metal_stack.png
Two of the layers only.
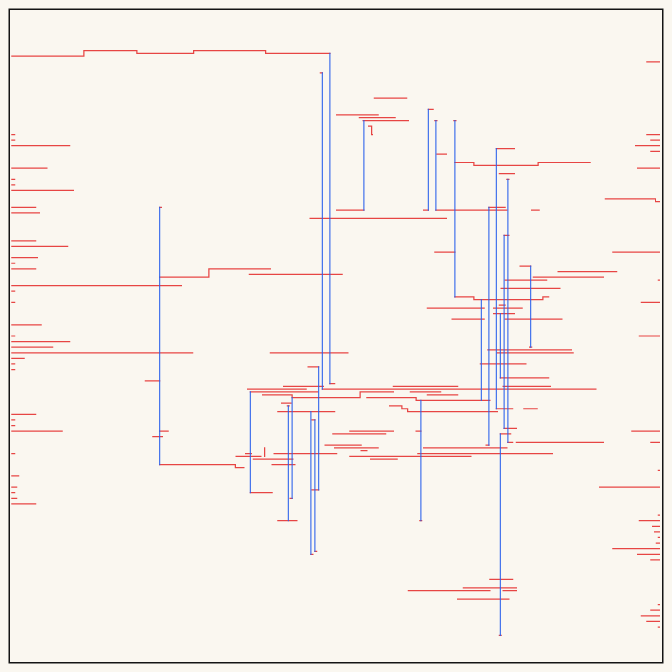
registers.png
Other sequential cells in the stronger grey, the rest of the logic in the fainter grey.
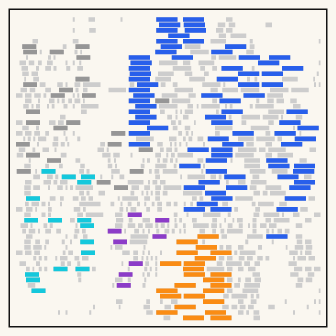
pins.png
Pins as bars across the die edge, other pins in grey.
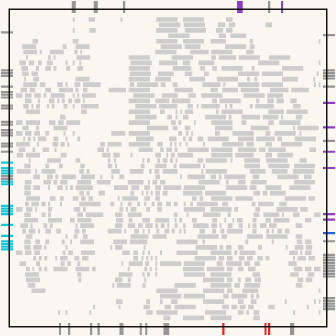
final_congestion.png
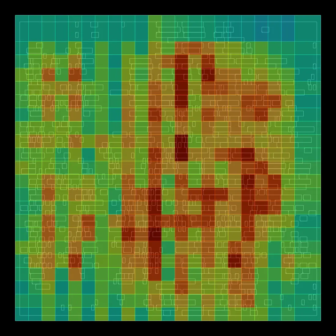
## src/rtl/note_lane_scroller.sv

```systemverilog
// Active note table for the note highway: scrolls every note once per frame, retires notes
// that fall off screen and resolves strums against the hit zone. Optional macro: STREAK_SPEEDUP_EN.
module note_lane_scroller #(
    parameter int NUM_SLOTS  = 8,
    parameter int NUM_LANES  = 5,
    parameter int LANE_X0    = 160,
    parameter int LANE_PITCH = 70,
    parameter int NOTE_W     = 60,
    parameter int NOTE_H     = 16,
    parameter int SPEED      = 2,
    parameter int SCREEN_H   = 480,
    parameter int HIT_Y      = 400,
    parameter int HIT_WIN    = 16
) (
    input  logic                         clk,
    input  logic                         reset,
    input  logic                         frame_tick,
    input  logic                         spawn_valid,
    input  logic [2:0]                   spawn_lane,
    output logic                         spawn_ready,
    input  logic                         strum_valid,
    input  logic [2:0]                   strum_lane,
    output logic                         hit_pulse,
    output logic                         miss_pulse,
    input  logic [$clog2(NUM_SLOTS)-1:0] rd_slot,
    output logic                         rd_valid,
    output logic [9:0]                   rd_x,
    output logic [9:0]                   rd_y,
    output logic [9:0]                   rd_w,
    output logic [9:0]                   rd_h,
    output logic                         busy,
    output logic [15:0]                  hit_count,
    output logic [15:0]                  miss_count
);
    localparam int SLOT_W = $clog2(NUM_SLOTS);
    localparam logic [0:0] ST_IDLE   = 1'b0;
    localparam logic [0:0] ST_SCROLL = 1'b1;

    logic [0:0]           state_reg;
    logic [SLOT_W-1:0]    idx_reg;
    logic [NUM_SLOTS-1:0] valid_reg;
    logic [2:0]           lane_reg [NUM_SLOTS];
    logic [9:0]           y_reg    [NUM_SLOTS];
    logic                 hit_pulse_reg;
    logic                 miss_pulse_reg;
    logic [15:0]          hit_count_reg;
    logic [15:0]          miss_count_reg;
    logic [3:0]           speed;

    logic [NUM_SLOTS-1:0] free_vec;
    logic [NUM_SLOTS-1:0] match_vec;
    logic [SLOT_W-1:0]    spawn_idx;
    logic [SLOT_W-1:0]    match_idx;
    logic                 spawn_found;
    logic                 match_found;
    logic                 in_idle;
    logic                 do_spawn;
    logic                 do_hit;
    logic                 do_strum_miss;
    logic                 do_advance;
    logic                 do_retire;
    logic [10:0]          y_next;

    generate
        for (genvar gi = 0; gi < NUM_SLOTS; gi++) begin : g_slot
            assign free_vec[gi]  = ~valid_reg[gi];
            assign match_vec[gi] = valid_reg[gi] && (lane_reg[gi] == strum_lane)
                                   && (int'(y_reg[gi]) >= HIT_Y - HIT_WIN)
                                   && (int'(y_reg[gi]) <= HIT_Y + HIT_WIN);
        end
    endgenerate

    // Scanning downward leaves the lowest matching index as the winner.
    always_comb begin
        spawn_idx   = '0;
        spawn_found = 1'b0;
        match_idx   = '0;
        match_found = 1'b0;
        for (int i = NUM_SLOTS - 1; i >= 0; i--) begin
            if (free_vec[i]) begin
                spawn_idx   = SLOT_W'(i);
                spawn_found = 1'b1;
            end
            if (match_vec[i]) begin
                match_idx   = SLOT_W'(i);
                match_found = 1'b1;
            end
        end
    end

    assign in_idle       = (state_reg == ST_IDLE);
    assign spawn_ready   = in_idle && spawn_found;
    assign do_spawn      = spawn_valid && spawn_ready && (int'(spawn_lane) < NUM_LANES);
    assign do_hit        = in_idle && strum_valid && match_found;
    assign do_strum_miss = in_idle && strum_valid && !match_found;
    assign y_next        = {1'b0, y_reg[idx_reg]} + {7'b0, speed};
    assign do_advance    = !in_idle && valid_reg[idx_reg];
    assign do_retire     = do_advance && (y_next >= 11'(SCREEN_H));

    // Spawn targets a free slot and a hit targets a valid one, so both valid writes can coexist.
    always_ff @(posedge clk) begin
        if (reset) begin
            state_reg      <= ST_IDLE;
            idx_reg        <= '0;
            valid_reg      <= '0;
            hit_pulse_reg  <= 1'b0;
            miss_pulse_reg <= 1'b0;
            hit_count_reg  <= '0;
            miss_count_reg <= '0;
        end else begin
            hit_pulse_reg  <= do_hit;
            miss_pulse_reg <= do_strum_miss || do_retire;
            if (do_hit && hit_count_reg != 16'hFFFF)
                hit_count_reg <= hit_count_reg + 16'd1;
            if ((do_strum_miss || do_retire) && miss_count_reg != 16'hFFFF)
                miss_count_reg <= miss_count_reg + 16'd1;
            if (do_spawn)
                valid_reg[spawn_idx] <= 1'b1;
            if (do_hit)
                valid_reg[match_idx] <= 1'b0;
            if (do_retire)
                valid_reg[idx_reg] <= 1'b0;
            if (in_idle) begin
                if (frame_tick) begin
                    state_reg <= ST_SCROLL;
                    idx_reg   <= '0;
                end
            end else if (idx_reg == SLOT_W'(NUM_SLOTS - 1)) begin
                state_reg <= ST_IDLE;
            end else begin
                idx_reg <= idx_reg + SLOT_W'(1);
            end
        end
    end

    always_ff @(posedge clk) begin
        if (do_spawn) begin
            lane_reg[spawn_idx] <= spawn_lane;
            y_reg[spawn_idx]    <= '0;
        end
        if (do_advance && !do_retire)
            y_reg[idx_reg] <= y_next[9:0];
    end

`ifdef STREAK_SPEEDUP_EN
    logic [3:0] streak_reg;
    logic [3:0] speed_reg;

    // Every 16th consecutive hit bumps the speed; any miss snaps back to the base speed.
    always_ff @(posedge clk) begin
        if (reset) begin
            streak_reg <= '0;
            speed_reg  <= 4'(SPEED);
        end else if (do_strum_miss || do_retire) begin
            streak_reg <= '0;
            speed_reg  <= 4'(SPEED);
        end else if (do_hit) begin
            streak_reg <= streak_reg + 4'd1;
            if (streak_reg == 4'hF && speed_reg < 4'd8)
                speed_reg <= speed_reg + 4'd1;
        end
    end

    assign speed = speed_reg;
`else
    assign speed = 4'(SPEED);
`endif

    assign rd_valid   = valid_reg[rd_slot];
    assign rd_y       = y_reg[rd_slot];
    assign rd_x       = 10'(LANE_X0 + int'(lane_reg[rd_slot]) * LANE_PITCH);
    assign rd_w       = 10'(NOTE_W);
    assign rd_h       = 10'(NOTE_H);
    assign busy       = (state_reg == ST_SCROLL);
    assign hit_pulse  = hit_pulse_reg;
    assign miss_pulse = miss_pulse_reg;
    assign hit_count  = hit_count_reg;
    assign miss_count = miss_count_reg;
endmodule

```

## config.mk

```make
export PLATFORM = sky130hd
export DESIGN_NAME = note_lane_scroller
export DESIGN_NICKNAME = d
export VERILOG_FILES = /design/src/rtl/note_lane_scroller.sv
export SDC_FILE = /design/constraint.sdc
export NUM_CORES = 1
export LEC_CHECK = 0
export ABC_CLOCK_PERIOD_IN_PS = 4200
export CELL_PAD_IN_SITES_DETAIL_PLACEMENT = 1
export CELL_PAD_IN_SITES_GLOBAL_PLACEMENT = 2
export CORE_MARGIN = 2
export CORE_UTILIZATION = 35
export CTS_CLUSTER_SIZE = 20
export DETAILED_ROUTE_END_ITERATION = 10
export GPL_TIMING_DRIVEN = 1
export PLACE_DENSITY_LB_ADDON = 0.3
export SYNTH_ARGS = -nofsm -noshare
export SYNTH_HDL_FRONTEND = slang
export SYNTH_SLANG_ARGS = --single-unit
```

## constraint.sdc

```tcl
create_clock -name clk -period 4.2 [get_ports clk]
set_input_delay 0.42 -clock clk [delete_from_list [all_inputs] [get_ports clk]]
set_output_delay 0.42 -clock clk [all_outputs]
set_load 0.01 [all_outputs]
```

==> results.env <==
NUM-NETS-FINAL=762
GRT_PASS1_VIAS=6375
WORST_PATH_LARGEST_CELL_DELAY_NS=0.63
DRIVE_GT1_SHARE_PCT=17.1
POST-SYNTH-TOP-AREA-CELL='sky130_fd_sc_hd__edfxtp_1'
YOSYS_REGISTER_BITS=153
CRITICAL_PATH.MOST_COMMON_CELL='sky130_fd_sc_hd__buf_4'
HOLD_VIOLATIONS=0
POWER_DENSITY_mW_PER_MM2=351
CTS_RESIZED=0
NUMBER_OF_SETUP_BUFFERS_ADDED_AFTER_CTS=0
SYNTH_TO_FINAL_AREA_CHANGE_PCT=18.8
SYN_AREA_SQ_MM=0.00835
SINK_COUNT=153
IR_WORST_VDD_mV=0.235
DETAIL-ROUTE-ANTENNA-NETS=0
INITIALDRTVIOLATIONCOUNT=372
LARGEST_REGISTER_FFS=80
MULTI_INPUT_COMB_AREA_SQ_MM=0.00400
SYN_INST=660
FINAL_MAX_SLEW_VIOL_COUNT=0
CTS_TREE='done'
VIAS_PER_CELL=5.57
GLOBAL_ROUTE_WIRE_LENGTH_BEFORE_REPAIR_UM=38000
NUMBER_OF_UNIQUE_STANDARD_CELL_TYPES_USED_BY_SYNTHESIS=63
CRITICAL_PATH_TYPE='reg2reg'
FINAL-SETUP-VIOL-COUNT=0
GLOBALROUTEOVERFLOWTOTAL=0
YS_CELLS=660
WORST_SKEW_PAIR.LATE_LATENCY_NS=0.44
DETAILEDROUTE.FIRSTPASSITERATIONCOUNT=5
DIE_X_EXTENT_UM=158
FLOORPLAN.INITIALDENSITY_PCT=35.6
CLOCK_PIN_SLEW_ON_THE_WORST_SETUP_AND_HOLD_PATHS_NS=0.07
BUFFER_LEVELS_ON_THE_LONGEST_CLOCK_PATH=2
TIMING.CRITICAL_PATH.FANOUT_MAX=27
CHIP_AREA_SQ_MM=0.0251
TOP_CELLS_BY_AREA_IN_THE_SYNTHESIZED_NETLIST='sky130_fd_sc_hd__edfxtp_1, sky130_fd_sc_hd__dfxtp_1, sky130_fd_sc_hd__mux4_2'
IOS=91
NUMPORTBUFFERS=69
LEAST_MARGIN_PIN_SLEW_NS=0.745
CRITICAL_PATH.SLOWEST_CELL='sky130_fd_sc_hd__mux4_1'
MAX-CAP-VIOLATIONS=0
GRT_MAX_DEGREE=30
CP_NUM_BUF_INV=2
WARNINGS=28
SYNTH_SEQ_SHARE_PCT=49.2
CTS.HOLD.BUFFERS_ADDED=0
RUN_STATUS='complete, no violations'
TIMING.FINAL.WS_SETUP_NS=0.314
COREAREA_SQ_MM=0.0235
DRT_DRC_VIOLATIONS_LEFT=0
CRITPATHREQUIREDTIME_NS=4.53
SYNTH-EDFF-COUNT=104
POWER.LEAKAGE_nW=3.33
WORST_SETUP_PATH_END_KIND='flip-flop'
SETUP-TNS-FINAL_NS=0
POST-PLACE-CELLS=1037
STARTPOINT_TYPE='flip-flop'
PRE_CTS_WS_NS=0.316
RSZ0062_AT_GRT='false'
CTS_INSERTED_BUFFERS=17
TIMING.HOLD.WS_NS=0.521
YS_ASYNC_SR_FRACTION_PCT=0
CTS.HTREE.LEVELS=4
FIN_CRIT_SH_PCT=92.5
CLOCK-SKEW-FINAL_NS=0.0123
GP_WEIGHTED_CONGESTION=0.904
FMAXACHIEVABLE_MHz=257
NUMBER_OF_ANTENNA_VIOLATIONS_AT_THE_FIRST_CHECK_IN_GLOBAL_ROUTING=0
CRIT_FAMILY='multiplexers'
COMMONEST_FLOP='sky130_fd_sc_hd__edfxtp_1'
FIN_CRIT_NS=3.89
YOSYS-STAT-AREA_SQ_MM=0.00835
CTS-ROOT-BUF='sky130_fd_sc_hd__clkbuf_16'
N_FILL_CELL=2471
YOSYS.AREA.TOP_TYPE_SHARE_PCT=37.4
ANTENNA_CELLS_INSERTED=0
FLOORPLAN.ROWS=56
MAXSLEWHEADROOM_PCT=49.9
CP.ARRIVAL_NS=4.22
About metal_stack.png:
| layer | colour | wire length |
|---|---|---|
| met4 | blue | 874 um |
| met3 | red | 1420 um |
routed length per instance: 23.1 um
Total GRT Usage: 20.6%
sum of routed wire length over all layers: 24700 um
Vias: 5957

About registers.png:
| signal | colour | flops |
|---|---|---|
| `valid_reg` | purple | 8 |
| `lane_reg` | orange | 24 |
| `miss_count` | cyan | 16 |
| `y_reg` | blue | 80 |
not coloured: 25
seq pwr: 0.00164 W
Final Util: 42.2%
Register Area: 0.00410 sq mm

About pins.png:
| port | colour | pins | direction | edge |
|---|---|---|---|---|
| `rd_valid` | blue | 1 | output | right |
| `strum_lane` | red | 3 | input | bottom |
| `rd_y` | purple | 10 | output | 6 right, 4 top |
| `miss_count` | cyan | 16 | output | left |
all pins by edge: 36 left, 29 right, 16 bottom, 10 top

About final_congestion.png:
most used routing layer in global routing: met2
met2 global-route usage: 32.7%

## path summary, 6_finish.rpt
kind | endpoint | startpoint | depth (start not counted)
worst max-delay path | miss_count[4] | flip-flop | 10
worst min-delay path | miss_count[5] | miss_count[5] | 2
worst max register to register | miss_count[4] | flip-flop | 10
worst min register to register | miss_count[5] | miss_count[5] | 2
## cell usage after synthesis, types with 8 or more instances
cell type	count
sky130_fd_sc_hd__nand3_1	17
sky130_fd_sc_hd__mux2_2	25
sky130_fd_sc_hd__or4_1	12
sky130_fd_sc_hd__xor2_1	22
sky130_fd_sc_hd__edfxtp_1	104
sky130_fd_sc_hd__ha_1	11
sky130_fd_sc_hd__clkbuf_1	21
sky130_fd_sc_hd__nor4_1	10
sky130_fd_sc_hd__mux4_2	34
sky130_fd_sc_hd__a21oi_1	17
sky130_fd_sc_hd__nor2_1	60
sky130_fd_sc_hd__mux4_1	16
sky130_fd_sc_hd__nand2_1	37
sky130_fd_sc_hd__dfxtp_1	49
sky130_fd_sc_hd__nor3_1	19
sky130_fd_sc_hd__o221a_2	8
sky130_fd_sc_hd__buf_4	22
sky130_fd_sc_hd__xnor2_1	24
sky130_fd_sc_hd__o21ai_0	17
sky130_fd_sc_hd__nor2b_1	9
sky130_fd_sc_hd__inv_1	9
## layout by cell type, fill, tap and decap left out, drive strengths merged, types with 7 or more instances in the layout
cell type	count
nor3	20
clkdlybuf4s50	68
buf	17
nand2	37
nor2	60
mux4	50
edfxtp	104
nand3	17
inv	15
o221a	8
xnor2	24
mux2i	7
nand2b	7
mux2	25
xor2	22
ha	11
nand4	7
o21ai	17
and3	7
a21oi	17
nor4	10
or4	12
nor2b	9
conb	29
clkbuf	17
dfxtp	49
## cell families (layout without fill, tap and decap cells)
kind of cell | count (synthesis) | after routing | share of synthesized area, %
AND/OR/NAND/NOR | 222 | 222 | 14.2
AND-OR/OR-AND | 81 | 81 | 7.27
flip-flops | 153 | 153 | 49.2
other | 2 | 29 | 0.0900
buffers and inverters | 63 | 126 | 4.24
adder cells (fa/ha/maj) | 11 | 11 | 1.65
multiplexers | 82 | 82 | 18.6
XOR/XNOR | 46 | 46 | 4.83
## metrics by stage
step | power (W) | utilization (%) | area, sq um
6_report | 0.00348 | 42.2 | 9910
5_1_grt | 0.00360 | 42.2 | 9910
4_1_cts | 0.00352 | 42.2 | 9910
3_5_place_dp | 0.00201 | 39.8 | 9350
3_3_place_gp | 0.00200 | 39.8 | 9350
2_1_floorplan | 0.00190 | - | 8450
## layout make-up
type / instances / share of cell area [%]
flip-flops and latches: 153 / 41.4
multi-input cells: 471 / 40.4
repair buffers: 85 / 8.13
clock buffers: 17 / 4.29
well taps: 319 / 4.03
clock inverters: 15 / 1.45
inverters: 9 / 0.341
## where the power goes
group	leakage [nW]	total (W)	switching (W)	internal, W
logic	1.70	0.000333	0.000173	0.000160
registers	1.36	0.00164	0.0000251	0.00162
clock network	0.268	0.00150	0.000674	0.000827
## metal layers
layer	vias up	part of all wire, %	GRT usage (%)
met5	-	0	0
li1	2663	-	-
met2	231	47	32.7
met4	0	3.5	9.87
met3	50	5.8	5.17
met1	3013	44	26.3
Power is estimated from default activity; no workload was simulated.
